--- src/rtl/roundrobin_arbiter_lock.sv ---
// N-way round-robin arbiter whose grant stays locked until the owner releases it.
// Optional forced release after HOLD_LIMIT cycles: define ROUNDROBIN_ARBITER_LOCK_HOLD_LIMIT_EN.
module roundrobin_arbiter_lock #(
    parameter int REQUESTERS = 4,
    parameter int HOLD_LIMIT = 16,
    localparam int INDEX_WIDTH = (REQUESTERS > 1) ? $clog2(REQUESTERS) : 1
) (
    input  logic                   i_clk,
    input  logic                   i_rst_n,
    input  logic [REQUESTERS-1:0]  i_request,
    input  logic [REQUESTERS-1:0]  i_free,
    output logic [REQUESTERS-1:0]  o_grant,
    output logic                   o_grant_valid,
    output logic [INDEX_WIDTH-1:0] o_grant_index,
    output logic                   o_timeout
);

    typedef enum logic [0:0] {
        S_IDLE,
        S_LOCKED
    } state_t;

    if (REQUESTERS < 2 || REQUESTERS > 32 ||
        HOLD_LIMIT < 2 || HOLD_LIMIT > 65535) begin : g_param_check
        $error("roundrobin_arbiter_lock: parameter out of range");
    end

    state_t                 r_state;
    state_t                 w_state;
    logic [REQUESTERS-1:0]  r_grant;
    logic [REQUESTERS-1:0]  w_grant;
    logic                   r_valid;
    logic                   w_valid;
    logic [INDEX_WIDTH-1:0] r_index;
    logic [INDEX_WIDTH-1:0] w_index;
    logic [INDEX_WIDTH-1:0] r_ptr;
    logic [INDEX_WIDTH-1:0] w_ptr;

    logic [INDEX_WIDTH-1:0] w_hi;
    logic                   w_hi_found;
    logic [INDEX_WIDTH-1:0] w_lo;
    logic [INDEX_WIDTH-1:0] w_win;
    logic                   w_owner_free;

`ifdef ROUNDROBIN_ARBITER_LOCK_HOLD_LIMIT_EN
    logic [15:0]            r_hold;
    logic [15:0]            w_hold;
    logic                   r_timeout;
    logic                   w_timeout;
`endif

    // Winner search: lowest request above the pointer, else lowest overall.
    always_comb begin
        w_hi       = '0;
        w_hi_found = 1'b0;
        w_lo       = '0;
        for (int i = REQUESTERS - 1; i >= 0; i--) begin
            if (i_request[i]) begin
                if (i > int'(r_ptr)) begin
                    w_hi       = INDEX_WIDTH'(i);
                    w_hi_found = 1'b1;
                end else begin
                    w_lo = INDEX_WIDTH'(i);
                end
            end
        end
        w_win = w_hi_found ? w_hi : w_lo;
    end

    // Only the owner's release bit counts; r_grant is its one-hot mask.
    assign w_owner_free = |(i_free & r_grant);

    // Next-state and next-output logic for the IDLE/LOCKED FSM.
    always_comb begin
        w_state = r_state;
        w_grant = r_grant;
        w_valid = r_valid;
        w_index = r_index;
        w_ptr   = r_ptr;
`ifdef ROUNDROBIN_ARBITER_LOCK_HOLD_LIMIT_EN
        w_hold    = r_hold;
        w_timeout = 1'b0;
`endif
        unique case (r_state)
            S_IDLE: begin
                if (|i_request) begin
                    w_state = S_LOCKED;
                    w_grant = REQUESTERS'(1) << w_win;
                    w_valid = 1'b1;
                    w_index = w_win;
                    w_ptr   = w_win;
`ifdef ROUNDROBIN_ARBITER_LOCK_HOLD_LIMIT_EN
                    w_hold  = '0;
`endif
                end
            end
            S_LOCKED: begin
                if (w_owner_free) begin
                    w_state = S_IDLE;
                    w_grant = '0;
                    w_valid = 1'b0;
`ifdef ROUNDROBIN_ARBITER_LOCK_HOLD_LIMIT_EN
                end else if (r_hold == 16'(HOLD_LIMIT - 1)) begin
                    // This is the HOLD_LIMIT-th locked cycle: evict.
                    w_state   = S_IDLE;
                    w_grant   = '0;
                    w_valid   = 1'b0;
                    w_timeout = 1'b1;
                end else begin
                    w_hold = r_hold + 16'd1;
`endif
                end
            end
            default: begin
                w_state = S_IDLE;
                w_grant = '0;
                w_valid = 1'b0;
            end
        endcase
    end

    // State and registered outputs with synchronous active-low reset.
    always_ff @(posedge i_clk) begin
        if (!i_rst_n) begin
            r_state <= S_IDLE;
            r_grant <= '0;
            r_valid <= 1'b0;
            r_index <= '0;
            r_ptr   <= INDEX_WIDTH'(REQUESTERS - 1);
        end else begin
            r_state <= w_state;
            r_grant <= w_grant;
            r_valid <= w_valid;
            r_index <= w_index;
            r_ptr   <= w_ptr;
        end
    end

`ifdef ROUNDROBIN_ARBITER_LOCK_HOLD_LIMIT_EN
    // Hold counter and one-cycle forced-release pulse.
    always_ff @(posedge i_clk) begin
        if (!i_rst_n) begin
            r_hold    <= '0;
            r_timeout <= 1'b0;
        end else begin
            r_hold    <= w_hold;
            r_timeout <= w_timeout;
        end
    end

    assign o_timeout = r_timeout;
`else
    assign o_timeout = 1'b0;
`endif

    assign o_grant       = r_grant;
    assign o_grant_valid = r_valid;
    assign o_grant_index = r_index;

endmodule

--- config.mk ---
export PLATFORM = sky130hd
export DESIGN_NAME = roundrobin_arbiter_lock
export DESIGN_NICKNAME = d
export VERILOG_FILES = /design/src/rtl/roundrobin_arbiter_lock.sv
export SDC_FILE = /design/constraint.sdc
export NUM_CORES = 1
export LEC_CHECK = 0
export CAP_MARGIN = 20
export CORE_MARGIN = 2
export CORE_UTILIZATION = 37
export DETAILED_ROUTE_END_ITERATION = 16
export PLACE_DENSITY = 0.71
export SLEW_MARGIN = 10
export SYNTH_ARGS = -nofsm -noshare
export SYNTH_HDL_FRONTEND = slang
export SYNTH_SLANG_ARGS = --single-unit
--- constraint.sdc ---
create_clock -name i_clk -period 1.28 [get_ports i_clk]
set_input_delay 0.384 -clock i_clk [delete_from_list [all_inputs] [get_ports i_clk]]
set_output_delay 0.384 -clock i_clk [all_outputs]
set_load 0.005 [all_outputs]
==> impl_metrics.json, run 1 <==
{
  "numCtsBuffers": 3,
  "status": "finished with violations",
  "yosysTopAreaCellShare": 0.397,
  "finalPower_w": 0.000914,
  "synth-edff-count": 0,
  "sw_frac_of_total": 0.300,
  "lay_top_count": "buf_4",
  "drive_gt1_frac": 0.484,
  "area_growth_pct": 75.7,
  "leakagePower_nw": 0.400,
  "fin_nets": 102,
  "crit_chain": "nand2_4 > and3b_4 > or4_4 > o31ai_4",
  "hold_viol": 0,
  "adder_share": 0,
  "diodes": 0,
  "fillCellCount": 102,
  "ys_warn_count": 0,
  "gp_congestion": 0.837,
  "syn_area_per_cell_sq_um": 9.17,
  "setup_slack_ps": -131,
  "violations": "setup timing",
  "hold_buffers": 0,
  "cts_root_buf": "clkbuf_4",
  "top_layer": "met4",
  "synthFlopType": "dfxtp_1",
  "die_area_sq_um": 1670,
  "clock_latency_ps": 260,
  "finalSetupViolCount": 4,
  "r2r_cells": 4,
  "slowest_stage": "or4_4"
}
## run 1: critical path: cells and delay by family (launching register included)
kind	cells	cell delay (ps)
AND/OR/NAND/NOR	3	760
AND-OR/OR-AND	1	180
flip-flops	1	380
## run 1: state kept, by name, indices dropped and copies added (netlist names)
register and cells:
r_ptr 2, o_grant 4, r_state 1, o_grant_index 2
o_grant_valid 1
## run 1: how the worst min path moves through the flow
| stage | slack [ps] | end | from | depth (start not counted) |
|---|---|---|---|---|
| final | 470 | o_grant[1] | o_grant[1] | 2 |
| after global routing | 490 | o_grant_valid | o_grant_valid | 1 |
| after CTS | 480 | o_grant[1] | o_grant[1] | 2 |
| after detailed placement | 470 | o_grant[1] | o_grant[1] | 2 |
| after global placement | 460 | o_grant[1] | o_grant[1] | 2 |
| after floorplan | 460 | o_grant[1] | o_grant[1] | 2 |
## run 1: metrics by stage
| step | hold WS [ps] | area, sq um | cells | setup WS (ps) | TNS, ps |
|---|---|---|---|---|---|
| floorplan | 456 | 543 | 55 | -63.3 | -75.5 |
| global placement | 460 | 813 | 99 | -725 | -6370 |
| detailed placement | 465 | 813 | 99 | -776 | -6860 |
| CTS | 477 | 843 | 104 | -147 | -277 |
| global route | 491 | 886 | 106 | -166 | -457 |
| finish | 472 | 886 | 106 | -131 | -248 |
## run 1: repair_timing
item,4_1_cts,5_1_grt
setup buffers,1,2
pin swaps,4,5
setup endpoints to repair,17,8
resized,35,8
## run 1: final cells by class
| cell class | instances | area [sq um] | area share |
|---|---|---|---|
| clock buffer | 4 | 26.3 | 0.0297 |
| inverter | 2 | 7.51 | 0.00847 |
| multi-input combinational | 41 | 339 | 0.383 |
| sequential | 10 | 209 | 0.236 |
| tap | 15 | 18.8 | 0.0212 |
| timing repair buffer | 34 | 285 | 0.322 |
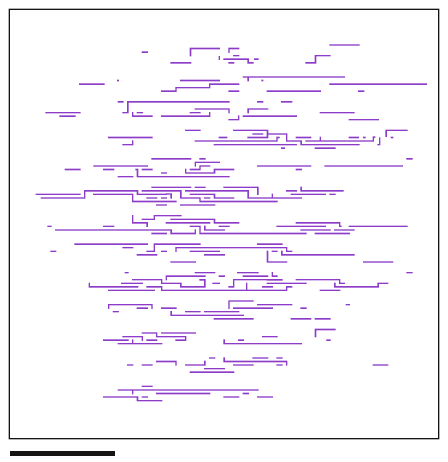
(run_1/layer_met1.png)
The bar under the picture is 10 microns long.
nets with wire on the layer: 91
longest straight run: 13.3 microns
drt total wl: 1520 microns
routed via count: 591
met1 Track Usage GR: 0.212

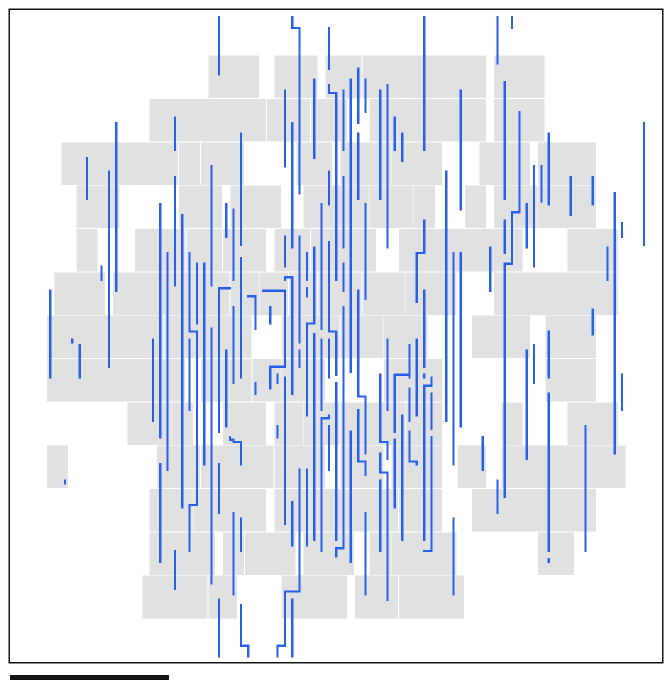
(run_1/layer_met2.png)
The bar under the picture is 10 microns long. Cells faint in the background.
main direction: vertical
nets with wire on the layer: 93
wire length on this layer: 790 microns
M2 GR Usage: 0.340

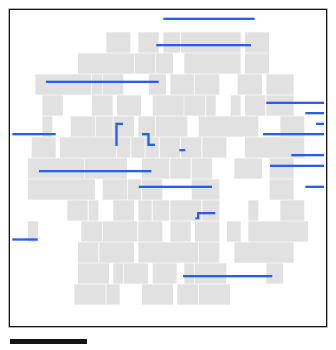
(run_1/layer_met3.png)
The bar under the picture is 10 microns long. Cells faint in the background.
longest straight run: 14.3 microns
nets with wire on the layer: 17
main direction: horizontal
grt met3 use: 0.120

==> run_1/congestion.png <==
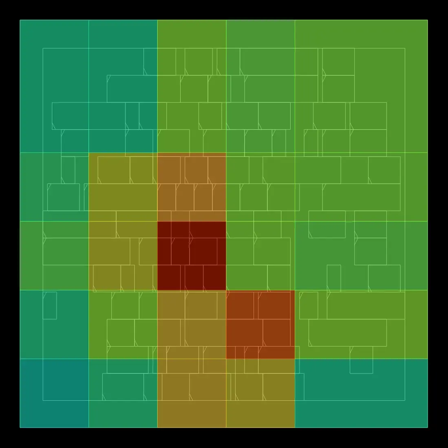

--- run 2 (diff from run 1) ---
CORE_AREA = 2 2 39 41   (was default)
CORE_MARGIN = default   (was 2)
CORE_UTILIZATION = default   (was 37)
DIE_AREA = 0 0 41 43   (was default)
PLACE_DENSITY = 0.69   (was 0.71)
SETUP_SLACK_MARGIN = 0.5   (was default)
clock period = 1.55 ns   (was 1.28 ns; I/O delays follow)
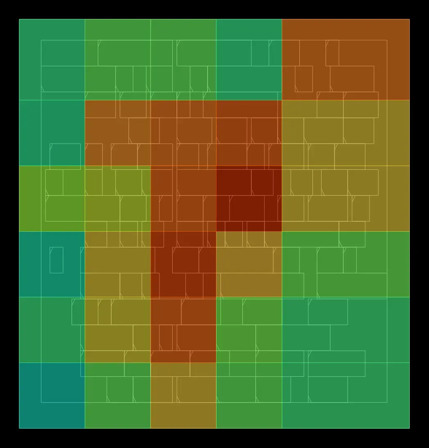
(run_2/congestion.png)
GRT Max-Usage Layer: met1
met1 Track Usage GR: 0.304

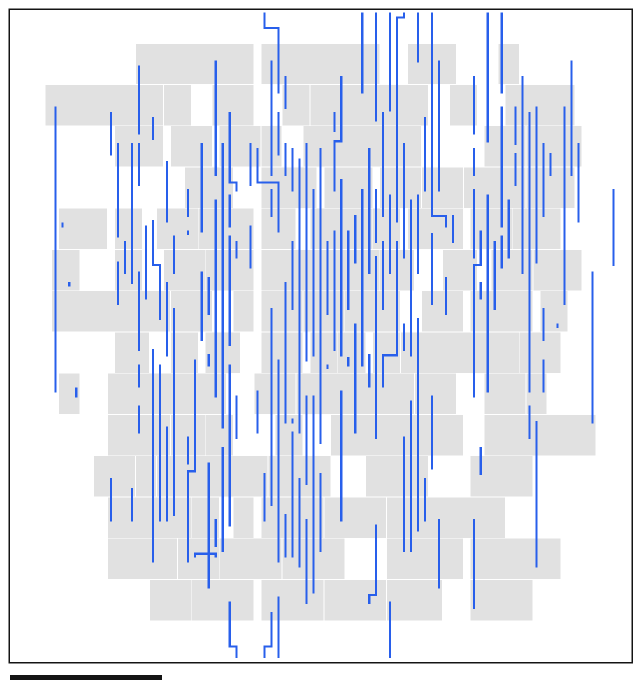
(run_2/layer_met2.png)
The bar under the picture is 10 microns long. Cells faint in the background.
longest straight run: 19.4 microns
share of all routed wire: 48%
wire length on this layer: 903 microns
nets with wire on the layer: 104
main direction: vertical
drt total wl: 1890 microns
routed via count: 634
M2 GR Usage: 0.297

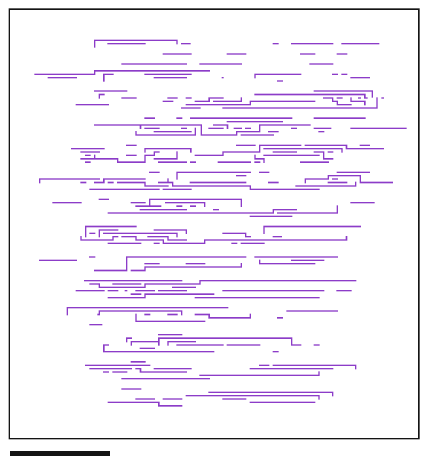
(run_2/layer_met1.png)
The bar under the picture is 10 microns long.
wire length on this layer: 869 microns
share of all routed wire: 46%
main direction: horizontal
longest straight run: 16.6 microns
nets with wire on the layer: 96

==> run 2 against run 1 <==
Compared with the run above: the run now ends clean; critical path depth is 5 higher; hold slack better by 4.7 ps; register-to-register slack better by 180 ps; combinational power is 6% higher; final cell count is 8.5% higher; synthesized cell count stayed put; clock skew is 0.91 ps lower; clock power is 9% higher; sequential share of layout area is 2.2 points lower; first-iteration DRC count is 64% lower.
==> impl_metrics.json, run 2 <==
{
  "area_growth_pct": 98.3,
  "gp_congestion": 0.785,
  "drive_gt1_frac": 0.657,
  "die_area_sq_um": 1760,
  "r2r_cells": 5,
  "hold_viol": 0,
  "ys_warn_count": 0,
  "dp_slack_ps": -534,
  "status": "finished, final reports clean",
  "finalSetupTns_ps": 0,
  "postPlaceCellArea_sq_um": 810,
  "diodes": 0,
  "hold_end": "o_grant_valid",
  "holdPathStages": 1,
  "leakagePower_nw": 0.445,
  "setup_slack_ps": 46.7,
  "syn_area_per_cell_sq_um": 9.17,
  "finalPower_w": 0.000884,
  "clock_latency_ps": 270,
  "design_area_sq_um": 1000,
  "yosysTopAreaCellShare": 0.397,
  "hold_buffers": 0,
  "finalSetupViolCount": 0,
  "synthFlopType": "dfxtp_1",
  "numCtsBuffers": 3
}
## run 2: kinds of logic after synthesis
| group | Yosys count | synth area share |
|---|---|---|
| buffers and inverters | 4 | 0.0372 |
| DFF | 10 | 0.397 |
| other | 1 | 0.00744 |
| and+or+nand+nor | 18 | 0.218 |
| AOI/OAI and AO/OA | 22 | 0.340 |
## run 2: how the worst max path moves through the flow
stage                      start         end  slack [ps]  cells past startpoint
finish              i_request[3]  o_grant[1]          50                      9
CTS                 i_request[3]  o_grant[2]          80                      9
detailed placement  i_request[3]  o_grant[3]        -530                      6
global placement    i_request[3]  o_grant[3]        -500                      6
global route        i_request[3]  o_grant[1]          10                      9
floorplan           i_request[3]  o_grant[3]         130                      4
## run 2: layout make-up
cell class | instances | area, sq um
clock buffers | 4 | 36.3
fillers | 116 | 384
inverters | 2 | 7.51
multi-input cells | 41 | 373
flip-flops and latches | 10 | 214
well taps | 16 | 20.0
repair buffers | 42 | 349
## run 2: metal layers
metal,share of wire,global-route usage,vias to the layer above
li1,-,-,302
met1,0.46,0.304,311
met2,0.48,0.297,15
met3,0.033,0.0785,6
met4,0.027,0.0400,0
met5,0,0,-
## run 2: repair_timing
| action | in CTS | in global routing |
|---|---|---|
| endpoints found under the hold margin | 0 | 0 |
| setup endpoints to repair | 17 | 17 |
| pin swaps | 15 | 9 |
| setup buffers | 10 | 3 |
| gates resized | 67 | 13 |
## run 2: worst max-delay path, cell delays in order
cell	delay (ps)
buf_6	90
buf_6	120
buf_6	120
buf_6	110
nor4_4	220
buf_4	180
a32o_2	190
nand2_1	90
o21ai_1	110
## run 2: where the power goes
group	switching, W	internal (W)	total [W]
clock network	0.0000974	0.000143	0.000240
logic	0.000143	0.000178	0.000321
registers	0.0000303	0.000293	0.000323
--- run 3 (diff from run 2) ---
CAP_MARGIN = 0   (was 20)
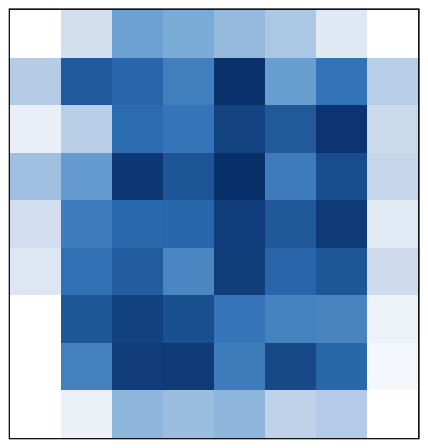
(run_3/cell_density.png)
8 x 9 tiles, from white (low) to dark blue (high), 0 to 100% covered.
densest ninth of the die: center
nearly empty tiles: 8.3%
tiles over 75% full: 38%
fullest tile: 100%
mean over tiles: 56%
initial core utilization: 0.364
core area: 1380 sq um

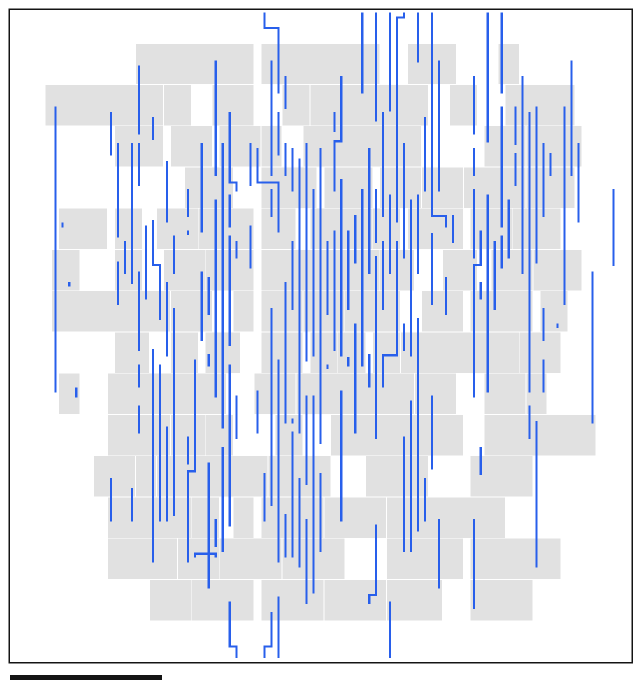
(run_3/layer_met2.png)
The bar under the picture is 10 microns long. Cells faint in the background.
wire length on this layer: 903 microns
main direction: vertical
longest straight run: 19.4 microns
share of all routed wire: 48%
nets with wire on the layer: 104

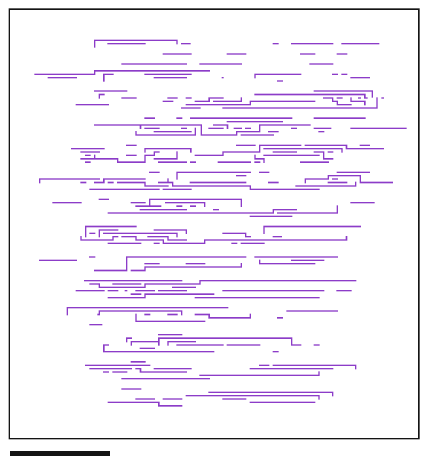
(run_3/layer_met1.png)
The bar under the picture is 10 microns long.
nets with wire on the layer: 96
main direction: horizontal

==> run 3 against run 2 <==
Compared with the run above: count of clock-buffer cells in the layout stayed put; flip-flop count unchanged; clock skew did not move.
==> impl_metrics.json, run 3 <==
{
  "holdWs_ps": 477,
  "pg_comb_w": 0.000321,
  "syn_area_per_cell_sq_um": 9.17,
  "p_sw_w": 0.000271,
  "lay_top_count": "buf_4",
  "maxPowerGroup": "registers",
  "yosysTopAreaCellShare": 0.397,
  "hold_buffers": 0,
  "fillCellCount": 116,
  "drive_gt1_frac": 0.657,
  "crit_path_frequent_cell": "buf_6",
  "clock_latency_ps": 270,
  "postRouteWirelength_microns": 1890,
  "area_growth_pct": 98.3,
  "hold_viol": 0,
  "p_comb_frac": 0.363,
  "status": "finished, final reports clean",
  "crit_chain": "buf_6 > buf_6 > buf_6 > buf_6 > nor4_4 > buf_4 > a32o_2 > nand2_1 > o21ai_1",
  "ys_warn_count": 0,
  "finalSetupTns_ps": 0,
  "seq-power_w": 0.000323,
  "gp_congestion": 0.785,
  "sw_frac_of_total": 0.306,
  "vias": 634,
  "diodes": 0,
  "slowest_delay_ps": 220,
  "finalSetupViolCount": 0,
  "fin_nets": 110,
  "synthFlopType": "dfxtp_1",
  "seqPwrFrac": 0.366,
  "numCtsBuffers": 3,
  "die_area_sq_um": 1760,
  "leakagePower_nw": 0.445,
  "cts_root_buf": "clkbuf_4"
}
## run 3: cell counts after synthesis
Identical to the previous run, type by type.
## run 3: path summary, 6_finish.rpt
kind | from | end | slack, ps | depth (start not counted)
min | o_grant_valid | o_grant_valid | 480 | 1
min reg2reg | o_grant_valid | o_grant_valid | 480 | 1
max | i_request[3] | o_grant[1] | 50 | 9
max reg2reg | r_ptr[1] | o_grant[3] | 50 | 5
## run 3: metrics by stage
step,std cells,total power (W),area [sq um]
after detailed placement,98,0.000559,810
after global routing,115,0.000925,1000
after global placement,98,0.000552,810
final,115,0.000884,1000
after floorplan,55,0.000437,564
after CTS,112,0.000831,916
## run 3: cell families after synthesis
family | Yosys count | share of synthesized area
AND-OR/OR-AND | 22 | 0.340
buffers and inverters | 4 | 0.0372
flip-flops | 10 | 0.397
other | 1 | 0.00744
AND/OR/NAND/NOR | 18 | 0.218
## run 3: layout make-up
cell class / count / area [sq um] / area share
clock buffers: 4 / 36.3 / 0.0363
well taps: 16 / 20.0 / 0.0200
multi-input cells: 41 / 373 / 0.373
inverters: 2 / 7.51 / 0.00751
repair buffers: 42 / 349 / 0.349
flip-flops and latches: 10 / 214 / 0.214
## run 3: what timing repair did
action,4_1_cts,5_1_grt
gates cloned,0,0
endpoints found under the setup margin,17,17
pin swaps,15,9
endpoints found under the hold margin,0,0
resized,67,13
buffers inserted,10,3
## run 3: metal layers
| metal | GRT usage | routed length, microns |
|---|---|---|
| met3 | 0.0785 | 63 |
| met1 | 0.304 | 869 |
| met5 | 0 | 0 |
| met2 | 0.297 | 903 |
| met4 | 0.0400 | 51 |
## run 3: worst max-delay path, delay by kind of cell
family / cells / cell delay (ps)
buffers and inverters: 5 / 620
AND-OR/OR-AND: 2 / 300
AND/OR/NAND/NOR: 2 / 310
Power figures rest on the tool's default switching activity, not on a simulated workload.
